Run 1, placement by cell class:
Fill, decap, tap and diode cells in gray.
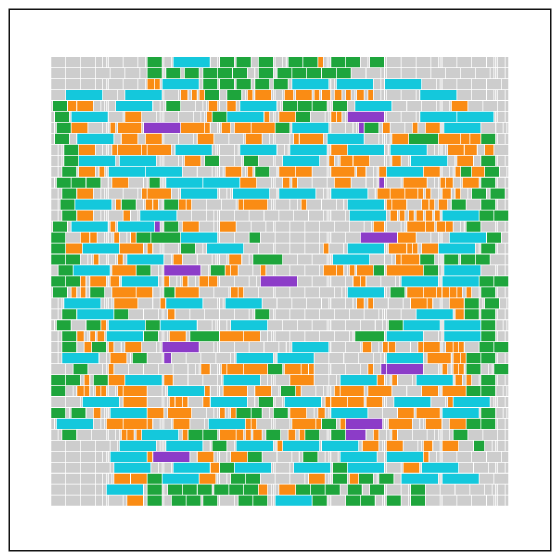
Run 1, ports around the boundary:
Pins as bars across the die edge, other pins in gray.
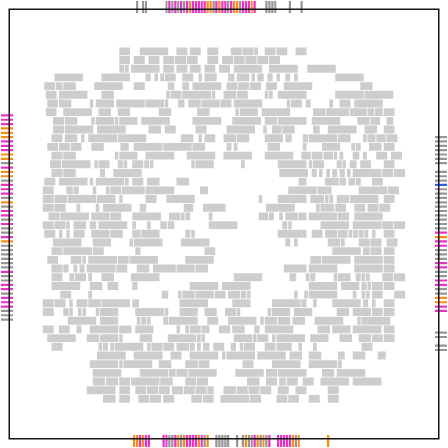
Run 1, placed standard cells:
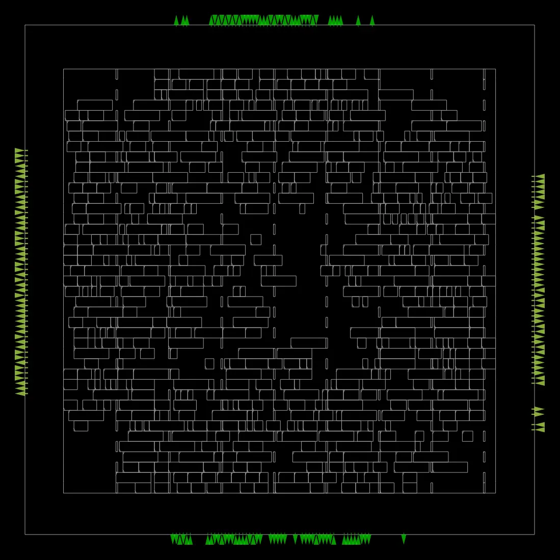
Design alu_result_writeback, sky130hd; sources not shown.
==> summary.txt, run 1 <==
yosys + openroad results -> status=completed, vias=roughly 4,100, Top Consumer=combinational cells, share of cells above drive strength 1=0.160, count of tool warnings=30, Final period util=0.811, buffers plus inverters on the worst setup path=2, number of global-route vias before repair=~4,500, largest net degree at the start of global routing=approximately 68, busiest grt layer=met2, final worst slack=0.521 ns, area leader, netlist=dfrtp_1, final count of pins violating max slew=0, CP cell instances=clkdlybuf4s50_1 > or3b_1 > nor3_1 > nor3_4 > buf_12 > mux2_1, Reg2Reg Setup Slack=approximately 0.63 ns, Pleak=between 3 and 4 nW, Fin. Hold Viols=0, global-route wire length before repair=~25 mm, met1 Usage GRT=0.207, Ys Warns=0, non-clk buf share=0.257, Final TNS setup=0 ns, GRT met2 Usage=0.300, clock buffer depth=2, CP arrival=2.47 ns, clock buffer count in the final layout=14, dpl cells=approximately 770, H-tree Lvls=3, total CTS buffers=9, xor/xnor share of the synthesized area=0, Hold WS=0.0454 ns, postcts setup bufs=0, Worst path depth=6, # hold bufs at CTS=0, fillers=about 1,100, Critical-path top delay cell=clkdlybuf4s50_1, comb_multi_in=~260, bufs w/o clock=189, Largest logic family=multiplexers, drt total wl=~16 mm, Register Area=between 2000 and 3000 µm², post-synthesis sequential area ratio=0.535, Post-Place Setup Slack=about 0.17 ns, syn_area_per_cell=roughly 12 µm², combinational fraction of design power=0.566, count of non-CTS inverters in the layout=38, Leading cell kind=flip-flops and latches, FP Core Util=0.410, switching share of total power=0.413, Post-CTS Resized=0, top post-synthesis cells by count=dfrtp_1, nand2_1, mux2_2, antenna violations before repair=0, GRT Util Overall=0.177, CP Max Fanout=34, VDD IR max=approximately 0.00053 V, met3 Usage GRT=0.0590, Setup CP Type=input pin to flip-flop, comb pwr=5.32 mW, ao+oa area frac=0.143, Final Skew=approximately 0.0032 ns, CTS tree=built, DRT Pass-1 Iters=4, Clk pin slew, worst setup/hold paths=around 0.070 ns
Notes on 'placement by cell class' above:
legend:
  registers:
    color: cyan
    cells: 111
    share_of_their_area: 38%
  clock drivers and dummy loads:
    color: purple
    cells: 15
    share_of_their_area: 3.6%
  remaining logic cells:
    color: orange
    cells: 302
    share_of_their_area: 32%
  remaining buffers and delay cells:
    color: green
    cells: 189
    share_of_their_area: 26%
final instance area: 7490 µm²
Core Area: 12,700 µm²
final core occ: 0.591
FP Rows: 41

Notes on 'ports around the boundary' above:
legend:
  alu_c:
    color: magenta
    pins: 64
    direction: input
    edge: 20 left, 18 bottom, 17 top, 9 right
  capture_drop:
    color: blue
    pins: 1
    direction: output
    edge: right
  zhi:
    color: orange
    pins: 32
    direction: output
    edge: 13 bottom, 9 left, 7 top, 3 right
port bufs: 178
Die Span Y: 134 µm
Die X: 134 µm

Notes on 'placed standard cells' above:
sequential cell area share: 0.371
sequential cell count: 111
# Taps: 172
Layout Cells excl Fill: 789

Run 1, clock wires, drivers and flops:
Scale bar: 50 µm.
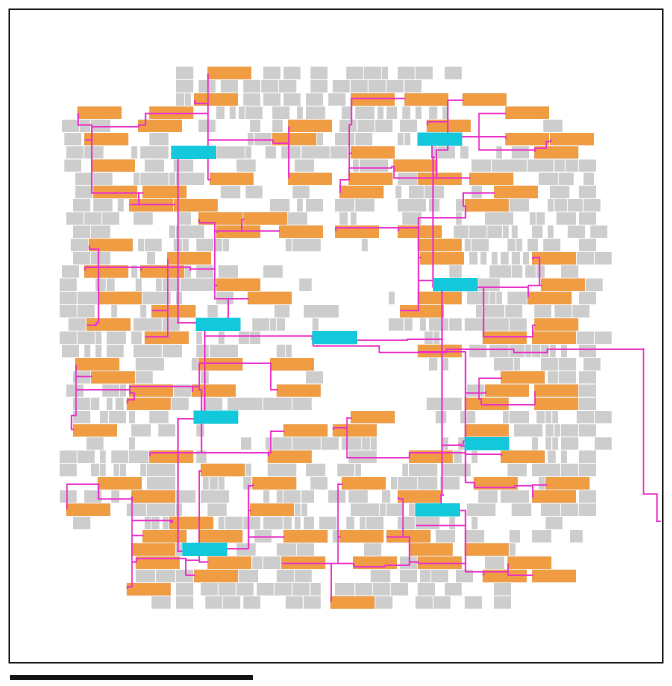

--- run 2 (diff from run 1) ---
--- a/config.mk
+++ b/config.mk
@@ -5,7 +5,7 @@
 export SDC_FILE = /design/constraint.sdc
 export NUM_CORES = 1
 export LEC_CHECK = 0
-export ABC_CLOCK_PERIOD_IN_PS = 2760
+export ABC_CLOCK_PERIOD_IN_PS = 2300
 export CORE_MARGIN = 10
 export CORE_UTILIZATION = 40
 export CTS_CLUSTER_SIZE = 30
==> constraint.sdc (replaced) <==
create_clock -name clock -period 2.3 [get_ports clock]
set_input_delay 0.46 -clock clock [delete_from_list [all_inputs] [get_ports clock]]
set_output_delay 0.46 -clock clock [all_outputs]
set_load 0.02 [all_outputs]
Run 2, clock wires, drivers and flops:
Scale bar: 50 µm.
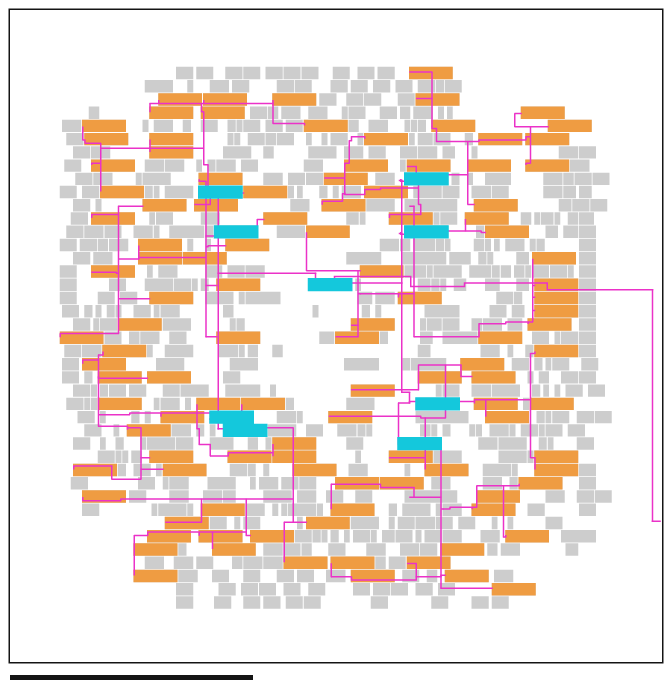
legend:
  flip-flops:
    color: orange
    count: 111
  clock-net drivers:
    color: cyan
    count: 9
  clock wires:
    color: magenta
    length: 1,370 µm
flops lie: widely spread
routed clock nets: 10
clock share of power: 0.152
clock-net power: 1.81 mW

Run 2, ports around the boundary:
Pins as bars across the die edge, other pins in gray.
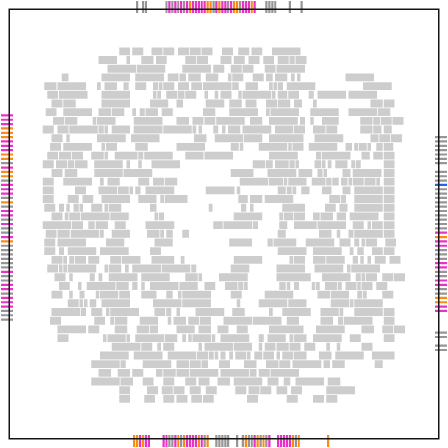
legend:
  alu_c:
    color: magenta
    pins: 64
    direction: input
    edge: 20 left, 18 bottom, 17 top, 9 right
  capture_drop:
    color: blue
    pins: 1
    direction: output
    edge: right
  zhi:
    color: orange
    pins: 32
    direction: output
    edge: 13 bottom, 9 left, 7 top, 3 right
all pins by edge: 48 left, 47 bottom, 44 right, 40 top

==> summary.txt, run 2 <==
yosys + openroad results -> Pleak=about 3.3 nW, fillers=1,108, met2 wire len=approximately 8.1 mm, Die Span Y=between 100 and 150 µm, vias per inst=5.11, # Taps=approximately 170, number of global-route vias before repair=~4,600, overall power=~12 mW, count of tool warnings=32, wire length on met1=around 7.0 mm, Hold WS=about 0.16 ns, antenna violations before repair=0, CP top delay family=multiplexers, largest net degree at the start of global routing=112, floorplan net count=519, Adder Share, Synth=0.0120, Clk pin slew, worst setup/hold paths=~0.07 ns, Net Sw Power=4.80 mW, Highest Signal Layer=met4, gpl congestion=approximately 0.81, max reg flops=64, Leading cell kind=flip-flops and latches, global-route wire length before repair=between 20 and 30 mm, dpl cells=around 790, main flop type=dfrtp_1, Ports=about 180, Post-Place Setup Slack=-0.0206 ns, slowest stage delay, CP=between 0.5 and 0.6 ns, chip area=about 18,000 µm², Worst Max-Slew Pin Slew=between 0.6 and 0.7 ns, ys flops=111, status=completed, maximum clock rate=approximately 470 MHz, share of cells above drive strength 1=0.183, MUX share of area=0.164, clock buffer count in the final layout=10, syn_area_per_cell=11.8 µm², CP Max Fanout=18, port bufs=approximately 180, final count of pins violating max slew=0, Top Consumer=combinational cells, Simple Share, Synth=0.0932, CTS tree=built, total CTS buffers=9, VDD IR max=about 0.0008 V, Post-synth EDFFs=0, clk sink count=roughly 110, DRT Pass-1 Iters=4, drt total wl=~16 mm, non-clk buf share=0.267, hpwl dp=roughly 13 mm, Max Cap Viol=0, Setup CP Type=flip-flop to flip-flop, bufs w/o clock=~200, clock root buffer=clkbuf_16, Reg2Reg Setup Slack=between 0.15 and 0.2 ns, Comb area=2170 µm², slew margin rel.=0.586, Worst EP required=2.58 ns, count of non-CTS inverters in the layout=38, GRT overflow=0, clock buffer depth=2, most common logic cell in the routed design=clkdlybuf4s50_1, DRC violations left=0, postcts setup bufs=0, comb pwr=~6.6 mW, Ys Warns=0, CP arrival=approximately 2.4 ns, final core occ=0.608, sequential cell area share=0.360, Fin. Hold Viols=0, # hold bufs at CTS=0, Post-synth ARST share=1.00, Area leader share=0.535, buffers plus inverters on the worst setup path=1, Top Layout Cells=clkdlybuf4s50_1, dfrtp_1, nand2_1, mux2_2, inv_1, Worst path depth=5, met3 Usage GRT=0.0609, Post-DRT Antenna Nets=0, area leader, netlist=dfrtp_1, minimum clock period=2.15 ns, busiest grt layer=met2, Worst setup EP type=flip-flop, GRT Util Overall=0.185, FP Core Util=0.410, Final TNS setup=0 ns, setup violators final=0, R2R depth=5, type of the most critical hold path=input pin to async pin, Largest logic family=multiplexers, GRT met2 Usage=0.313, top post-synthesis cells by count=dfrtp_1, nand2_1, mux2_2, Layout Nets=roughly 700, xor/xnor share of the synthesized area=0, RSZ-0062 raised after global routing=false, H-tree Lvls=3, final worst slack=0.150 ns, final instance area=between 7000 and 8000 µm², Die X=about 130 µm, Yosys Instances=between 400 and 500, Area Growth Syn to Fin=48.4%, Latency at later pin=roughly 0.34 ns, drt wl/cell=20.6 µm, vias=~4,000, met3 wire length=between 1 and 1.5 mm, power per cell area=1550 nW/µm², CP cell instances=or4_1 > mux2_4 > buf_12 > o32ai_1 > mux2_2, Post-CTS Resized=0, Syn Inst Count=~440, Unique cell types=33, FP Rows=41, Seq pwr share=0.291, Final Skew=around 0.0063 ns, Ant. Diodes=0, Register Area=2780 µm², met1 Usage GRT=0.221, biggest area cells=dfrtp_1, mux2_2, o32ai_2, Clock-cell share=0.0450, sequential cell count=~110, Core Area=~13,000 µm², ao+oa area frac=0.143, comb_multi_in=approximately 260, combinational fraction of design power=0.557, Synth top cell by count=dfrtp_1, YS chip area=around 5200 µm², Mapped Area=approximately 5200 µm², Critical-path top delay cell=or4_1, Final period util=0.935, Comb area share=0.281, crit path launch type=flip-flop, switching share of total power=0.402, Layout Cells excl Fill=around 800, post-synthesis sequential area ratio=0.535, P_seq=3.47 mW, Placement Cell Area=~7400 µm²
Power figures rest on the tool's default switching activity, not on a simulated workload.
